[config.mk]
export PLATFORM = sky130hd
export DESIGN_NAME = stream_config_sequencer
export DESIGN_NICKNAME = d
export VERILOG_FILES = /design/src/rtl/stream_config_sequencer_pkg.sv /design/src/rtl/stream_config_sequencer_inflight_counter.sv /design/src/rtl/stream_config_sequencer.sv
export SDC_FILE = /design/constraint.sdc
export NUM_CORES = 1
export LEC_CHECK = 0
export CORE_MARGIN = 1.5
export CORE_UTILIZATION = 30
export CTS_CLUSTER_SIZE = 10
export DETAILED_ROUTE_END_ITERATION = 12
export SKIP_CTS_REPAIR_TIMING = 1
export SLEW_MARGIN = 20
export SYNTH_ARGS = -nofsm -noshare
export SYNTH_HDL_FRONTEND = slang
export SYNTH_SLANG_ARGS = --single-unit
[constraint.sdc]
create_clock -name clk -period 4.15 [get_ports clk]
set_input_delay 0.6225 -clock clk [delete_from_list [all_inputs] [get_ports clk]]
set_output_delay 0.6225 -clock clk [all_outputs]
set_load 0.01 [all_outputs]
[src/rtl/stream_config_sequencer_pkg.sv]
// Shared types for the stream configuration sequencer: field types and FSM encoding.
package stream_config_sequencer_pkg;

  localparam int DEF_SELECT_WIDTH = 4;
  localparam int DEF_TYPE_WIDTH   = 8;
  localparam int DEF_MAX_INFLIGHT = 15;

  typedef logic [DEF_SELECT_WIDTH-1:0] select_t;
  typedef logic [DEF_TYPE_WIDTH-1:0]   type_t;

  typedef enum logic [1:0] {
    ST_IDLE,
    ST_DRAIN,
    ST_SEL,
    ST_TYPE
  } seq_state_t;

endpackage

[src/rtl/stream_config_sequencer_inflight_counter.sv]
// Saturating up/down count of packets inside the datapath, with sticky
// overflow (bit0) and underflow (bit1) flags.
module stream_config_sequencer_inflight_counter #(
  parameter int MAX_INFLIGHT = 15,
  localparam int CNT_W = $clog2(MAX_INFLIGHT + 1)
) (
  input  logic             clk,
  input  logic             rst_n,
  input  logic             pkt_in_start,
  input  logic             pkt_out_done,
  output logic [CNT_W-1:0] count,
  output logic [1:0]       err
);

  localparam logic [CNT_W-1:0] MAX_CNT = CNT_W'(MAX_INFLIGHT);

  logic up;
  logic down;

  // A start and a done in the same cycle cancel out.
  assign up   = pkt_in_start & ~pkt_out_done;
  assign down = pkt_out_done & ~pkt_in_start;

  always_ff @(posedge clk or negedge rst_n) begin
    if (!rst_n) begin
      count <= '0;
      err   <= '0;
    end else if (up) begin
      if (count == MAX_CNT) err[0] <= 1'b1;
      else                  count  <= count + CNT_W'(1);
    end else if (down) begin
      if (count == '0) err[1] <= 1'b1;
      else             count  <= count - CNT_W'(1);
    end
  end

endmodule

[src/rtl/stream_config_sequencer.sv]
// Applies a new stream select/type only once the datapath has drained, then
// hands the select to both consumers before issuing the type.
//
// state | meaning
// IDLE  | ready for a config request, datapath open
// DRAIN | input held, waiting for the in-flight count to reach zero
// SEL   | select offered to input- and output-side consumers
// TYPE  | type offered to the datapath, input still held
module stream_config_sequencer
  import stream_config_sequencer_pkg::*;
#(
  parameter int SELECT_WIDTH = DEF_SELECT_WIDTH,
  parameter int TYPE_WIDTH   = DEF_TYPE_WIDTH,
  parameter int MAX_INFLIGHT = DEF_MAX_INFLIGHT,
  localparam int CNT_W = $clog2(MAX_INFLIGHT + 1)
) (
  input  logic                    clk,
  input  logic                    rst_n,
  input  logic                    cfg_valid,
  output logic                    cfg_ready,
  input  logic [SELECT_WIDTH-1:0] cfg_select,
  input  logic [TYPE_WIDTH-1:0]   cfg_type,
  input  logic                    pkt_in_start,
  input  logic                    pkt_out_done,
  output logic                    in_hold,
  output logic                    in_sel_valid,
  input  logic                    in_sel_ready,
  output logic                    out_sel_valid,
  input  logic                    out_sel_ready,
  output logic [SELECT_WIDTH-1:0] sel_data,
  output logic                    type_valid,
  input  logic                    type_ready,
  output logic [TYPE_WIDTH-1:0]   type_data,
  output logic                    busy,
  output logic [CNT_W-1:0]        inflight,
  output logic [1:0]              err
);

  seq_state_t              state, state_nxt;
  logic [SELECT_WIDTH-1:0] sel_nxt;
  logic [TYPE_WIDTH-1:0]   type_nxt;
  logic                    hold_nxt;
  logic                    in_sel_valid_nxt, out_sel_valid_nxt, type_valid_nxt;
  logic                    in_done, out_done, in_done_nxt, out_done_nxt;
  logic                    in_fin, out_fin;

  stream_config_sequencer_inflight_counter #(
    .MAX_INFLIGHT(MAX_INFLIGHT)
  ) u_inflight (
    .clk          (clk),
    .rst_n        (rst_n),
    .pkt_in_start (pkt_in_start),
    .pkt_out_done (pkt_out_done),
    .count        (inflight),
    .err          (err)
  );

  assign cfg_ready = (state == ST_IDLE);
  assign busy      = (state != ST_IDLE);

  // A channel counts as finished once its flag is set or its handshake is happening now.
  assign in_fin  = in_done  | (in_sel_valid  & in_sel_ready);
  assign out_fin = out_done | (out_sel_valid & out_sel_ready);

  always_ff @(posedge clk or negedge rst_n) begin
    if (!rst_n) begin
      state         <= ST_IDLE;
      sel_data      <= '0;
      type_data     <= '0;
      in_hold       <= 1'b0;
      in_sel_valid  <= 1'b0;
      out_sel_valid <= 1'b0;
      type_valid    <= 1'b0;
      in_done       <= 1'b0;
      out_done      <= 1'b0;
    end else begin
      state         <= state_nxt;
      sel_data      <= sel_nxt;
      type_data     <= type_nxt;
      in_hold       <= hold_nxt;
      in_sel_valid  <= in_sel_valid_nxt;
      out_sel_valid <= out_sel_valid_nxt;
      type_valid    <= type_valid_nxt;
      in_done       <= in_done_nxt;
      out_done      <= out_done_nxt;
    end
  end

  always_comb begin
    state_nxt         = state;
    sel_nxt           = sel_data;
    type_nxt          = type_data;
    hold_nxt          = in_hold;
    in_sel_valid_nxt  = in_sel_valid;
    out_sel_valid_nxt = out_sel_valid;
    type_valid_nxt    = type_valid;
    in_done_nxt       = in_done;
    out_done_nxt      = out_done;

    unique case (state)
      ST_IDLE: begin
        if (cfg_valid) begin
          sel_nxt      = cfg_select;
          type_nxt     = cfg_type;
          hold_nxt     = 1'b1;
          in_done_nxt  = 1'b0;
          out_done_nxt = 1'b0;
          state_nxt    = ST_DRAIN;
        end
      end
      ST_DRAIN: begin
        hold_nxt = 1'b1;
        // A start this cycle means the count is about to rise again.
        if ((inflight == '0) && !pkt_in_start) begin
          in_sel_valid_nxt  = 1'b1;
          out_sel_valid_nxt = 1'b1;
          state_nxt         = ST_SEL;
        end
      end
      ST_SEL: begin
        if (in_sel_valid && in_sel_ready) begin
          in_sel_valid_nxt = 1'b0;
          in_done_nxt      = 1'b1;
        end
        if (out_sel_valid && out_sel_ready) begin
          out_sel_valid_nxt = 1'b0;
          out_done_nxt      = 1'b1;
        end
        if (in_fin && out_fin) begin
          type_valid_nxt = 1'b1;
          state_nxt      = ST_TYPE;
        end
      end
      ST_TYPE: begin
        if (type_ready) begin
          type_valid_nxt = 1'b0;
          hold_nxt       = 1'b0;
          state_nxt      = ST_IDLE;
        end
      end
      default: state_nxt = ST_IDLE;
    endcase
  end

endmodule

==> run_1/met1.png <==
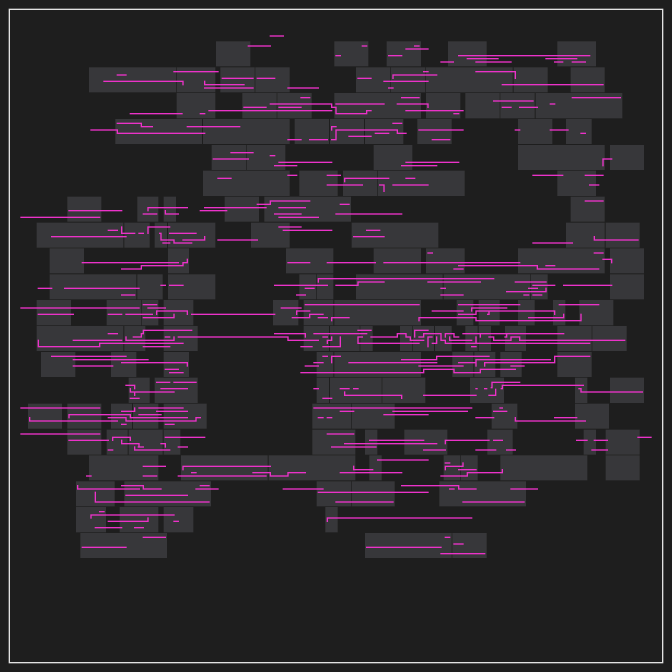
share of all routed wire: 46%
main direction: horizontal

==> run_1/met3.png <==
Bar = 20 um.
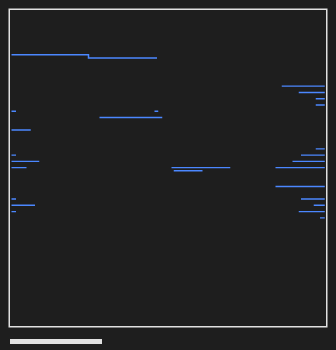
share of all routed wire: 5.5%
nets with wire on the layer: 25
main direction: horizontal

==> flow_metrics.tcl, run 1 <==
# yosys + openroad results
set metrics [dict create \
    finalPower_uw 1340 \
    wl_met3_um 149 \
    route.detailed.drc 0 \
    adder_share_pct 8.35 \
    r2r_setup_slack_ps 1920 \
    top_area_share_pct 50.5 \
    gp_congestion 0.721 \
    hpwl_um 2070 \
    fp_util_pct 31.8 \
    clk_share_pct 3.01 \
    start_kind "primary input" \
    fmax_ghz 0.433 \
    routed-wl-met2_um 1330 \
    p_clk_share_pct 12.1 \
    fin_util_pct 45.1 \
    crit_chain "clkdlybuf4s50_1, nand2b_1, ha_1, a21o_1, a21oi_1, mux2i_1, xor2_1" \
    syn2layout_area_growth_pct 41.8 \
    grt_use_met2_pct 20.0 \
    grt_first_pass_wirelength_um 4260 \
    die_x_um 68.5 \
    drv_slew 0 \
    min_from "u_inflight.err[1]$_DFFE_PN0P_" \
    antenna_found_initial 0 \
    outcome "complete, no violations" \
    comb_area_share_pct 33.0 \
    cts_buffer_depth 2 \
    power_leader "combinational logic" \
    p_sw_uw 456 \
    dr.pass1.iters 4 \
    startpoint "pkt_in_start" \
    worst_pin_slew_ps 527 \
    yosysWarnings 0 \
    cp_num_buf_inv 1 \
    lay_top_count "clkdlybuf4s50_1" \
    wl_met1_um 1250 \
    row_count 23 \
    pg_clk_uw 162 \
    yosys.area.top_type "dfrtp_1" \
    largest_class "registers" \
    yosys_cells 108 \
    ff2ff_path_depth 6 \
    die_area_um2 4700 \
    crit_path_max_incr_delay_ps 640 \
    yosys_area_um2 1290 \
    path_class "in2reg" \
    irDropWorstVdd_mv 0.333 \
    grt_max_degree 27 \
    wl_per_cell_um 13.6 \
    p_sw_share_pct 34.1 \
    drt_iter0_markers 64 \
    crit_end "u_inflight.count[3]$_DFFE_PN0P_" \
    setup_violations 0 \
    fp_nets 136 \
    p_comb_uw 702 \
    dr_total_vias 976 \
    crit_path_end_kind "flop" \
    synth_area_per_cell_um2 11.9 \
    nNetsFinal 181 \
    cts_tree "built" \
    top_register "type_data" \
    diodes 0 \
    dpl_cell_area_um2 1770 \
    ys_sh_aoi_pct 12.7 \
    seq_area_frac_synth_pct 50.5 \
    drv_cap 0 \
    layout.area.seq_um2 651 \
    topRoutingLayerUsed "met4" \
    hold_viol_final 0 \
    port-buffer-count 43 \
    tns_ps 0 \
    cp_data_required_time_ps 4350 \
    syn-cell-area_um2 1290 \
    busiest_layer "met2" \
    io_pins 44 \
    die_h_um 68.5 \
    nFillCells 376 \
    synth.most_common_cell "dfrtp_1" \
]
==> run_1/final_clocks.png <==
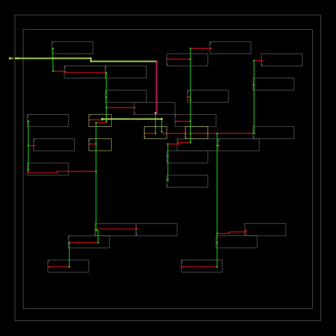
Max Clock Skew: 2.09 ps
registers: 26

==> run_1/met2.png <==
Bar = 20 um.
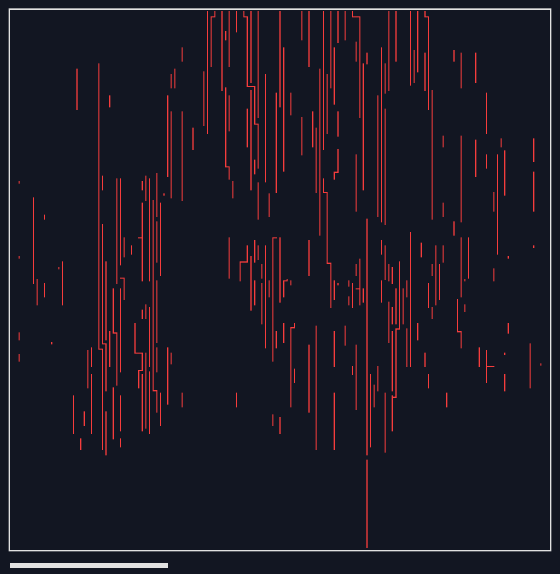
nets with wire on the layer: 162
longest straight run: 36.2 um
share of all routed wire: 48%
main direction: vertical
wire length on this layer: 1,330 um

## Run 2: what changed since run 1
==> constraint.sdc (replaced) <==
create_clock -name clk -period 2.3 [get_ports clk]
set_input_delay 0.345 -clock clk [delete_from_list [all_inputs] [get_ports clk]]
set_output_delay 0.345 -clock clk [all_outputs]
set_load 0.01 [all_outputs]
==> run 2 against run 1 <==
Compared with the run above: first-iteration DRC count decreased by 28%; clock power increased by 140%; total power increased by 89%; via count increased by 1.5%; area after synthesis unchanged; combinational power increased by 82%; register-to-register slack got worse by 1600 ps; hold slack got worse by 43 ps; synthesized cell count unchanged; largest cell class unchanged.
==> flow_metrics.tcl, run 2 <==
# yosys + openroad results
set metrics [dict create \
    outcome "complete, no violations" \
    cts_tree "built" \
    grt_first_pass_wirelength_um 4360 \
    ff2ff_path_depth 6 \
    finalPower_uw 2520 \
    cp_num_buf_inv 2 \
    yosys.area.top_type "dfrtp_1" \
    die_area_um2 4700 \
    drt_iter0_markers 46 \
    cp_data_required_time_ps 1960 \
    yosys_area_um2 1290 \
    p_sw_share_pct 33.3 \
    nFillCells 385 \
    gp_congestion 0.749 \
    io_pins 44 \
    wl_met1_um 1250 \
    r2r_setup_slack_ps 280 \
    wl_met3_um 167 \
    fmax_ghz 0.493 \
    crit_path_max_incr_delay_ps 570 \
    adder_share_pct 8.35 \
    path_class "reg2out" \
    dpl_cell_area_um2 1800 \
    route.detailed.drc 0 \
    diodes 0 \
    die_x_um 68.5 \
    fin_util_pct 46.0 \
    start_kind "flop" \
    wl_per_cell_um 13.5 \
    hold_viol_final 0 \
    synth.most_common_cell "dfrtp_1" \
    grt_use_met2_pct 20.0 \
    power_leader "combinational logic" \
    top_register "type_data" \
    p_comb_uw 1280 \
    fp_nets 136 \
    worst_pin_slew_ps 499 \
]
==> run_2/met3.png <==
Bar = 20 um.
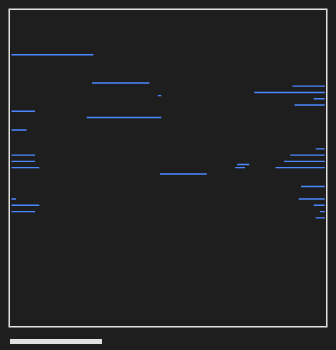
met3 GRT Util: 4.06%
DRT Wirelength: 2770 um
total number of vias: 991

==> run_2/met2.png <==
Bar = 20 um.
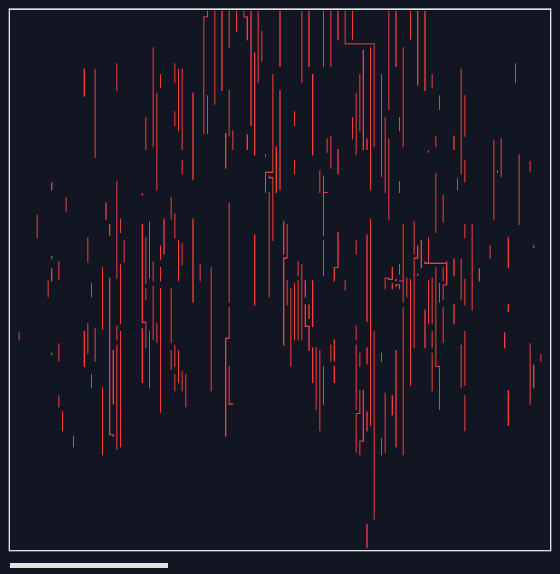
share of all routed wire: 48%
longest straight run: 26.2 um
main direction: vertical
nets with wire on the layer: 163

==> run_2/wire_density.png <==
Bar = 20 um. The die is cut into 14 by 14 equal tiles; dark purple is low, yellow is high, scaled to the fullest tile. Values are wire area over tile area, all layers added.
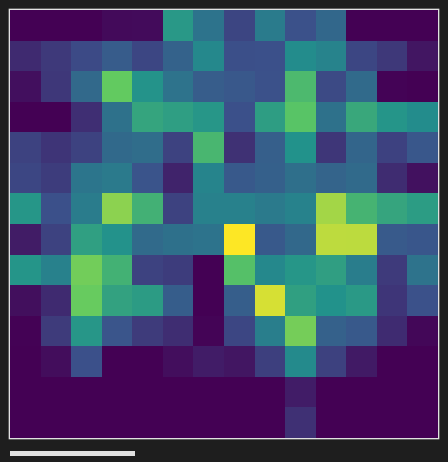
nearly empty tiles: 24%
fullest tile: 0.34
mean over tiles: 0.093
emptiest ninth of the die: lower left

## Run 3: what changed since run 2
--- a/config.mk
+++ b/config.mk
@@ -9,6 +9,8 @@
 export CORE_UTILIZATION = 30
 export CTS_CLUSTER_SIZE = 10
 export DETAILED_ROUTE_END_ITERATION = 12
+export GPL_TIMING_DRIVEN = 0
+export PLACE_DENSITY = 0.61
 export SKIP_CTS_REPAIR_TIMING = 1
 export SLEW_MARGIN = 20
 export SYNTH_ARGS = -nofsm -noshare
==> run 3 against run 2 <==
Compared with the run above: global-route usage is 0.77 points lower; setup slack worse by 25 ps; combinational power hardly changed; utilization is 1.4 points lower; final cell count is 0.98% lower; via count is 2.2% lower; critical path type is now reg2reg; synthesized cell count stayed put.
==> flow_metrics.tcl, run 3 <==
# yosys + openroad results
set metrics [dict create \
    nFillCells 374 \
    worst_pin_slew_ps 582 \
    fin_skew_ps 4.36 \
    drv_cap 0 \
    io_pins 44 \
    cp_num_buf_inv 1 \
    lay_top_count "clkdlybuf4s50_1" \
    wl_met1_um 1200 \
    irDropWorstVdd_mv 0.595 \
    layout.area.seq_um2 651 \
    routed-wl-met2_um 1350 \
    cp_data_required_time_ps 2450 \
    crit_path_max_incr_delay_ps 450 \
    drv_slew 0 \
    wl_per_cell_um 13.3 \
    flop-count 26 \
    largest_class "registers" \
    hold_viol_final 0 \
    nNetsFinal 183 \
    startpoint "state[0]$_DFFE_PN0P_" \
    hpwl_um 2090 \
    outcome "complete, no violations" \
    dr_total_vias 969 \
    yosys_cells 108 \
    fp_util_pct 31.8 \
    path_class "reg2reg" \
    yosys.area.top_type "dfrtp_1" \
    cts_tree "built" \
    seq_area_frac_synth_pct 50.5 \
    fmax_ghz 0.487 \
    adder_share_pct 8.35 \
    fin_util_pct 44.6 \
    grt.met3_usage_pct 3.90 \
    gp_congestion 0.832 \
    crit_path_end_kind "flop" \
    topRoutingLayerUsed "met4" \
    dpl_cell_area_um2 1770 \
    grt_max_degree 27 \
    fp_nets 136 \
    yosys_area_um2 1290 \
    setup_violations 0 \
    busiest_layer "met2" \
    die_h_um 68.5 \
    start_kind "flop" \
    antenna_found_initial 0 \
    port-buffer-count 42 \
]
==> run_3/met1.png <==
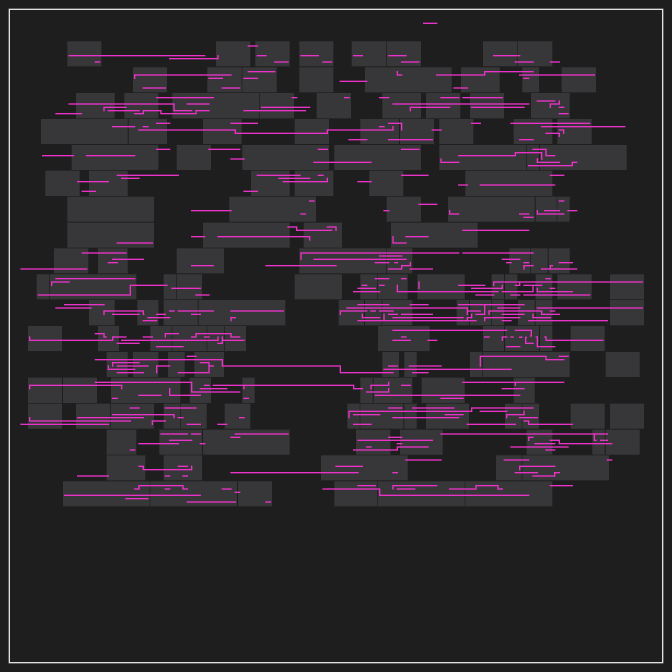
main direction: horizontal
share of all routed wire: 45%
nets with wire on the layer: 157
wire length on this layer: 1,200 um
longest straight run: 17.5 um

==> run_3/wire_density.png <==
Bar = 20 um. The die is cut into 14 by 14 equal tiles; dark purple is low, yellow is high, scaled to the fullest tile. Values are wire area over tile area, all layers added.
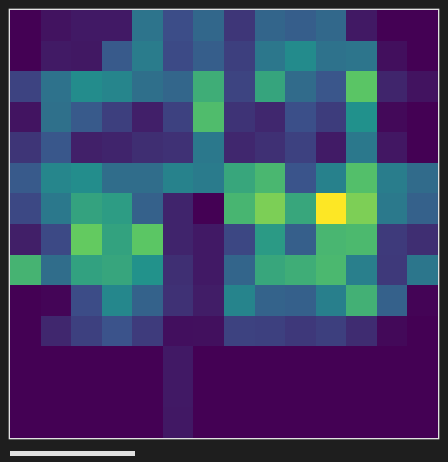
fullest tile: 0.38
mean over tiles: 0.090
emptiest ninth of the die: lower left
densest ninth of the die: middle right
nearly empty tiles: 27%
tiles over half the peak: 15%

==> run_3/final_clocks.png <==
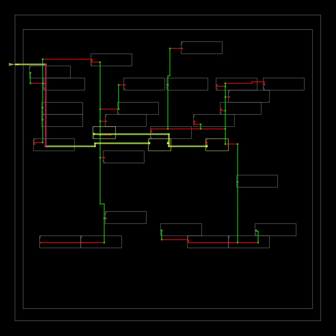
clkbuf count: 3
sinks on the clock net: 26

Power figures rest on the tool's default switching activity, not on a simulated workload.
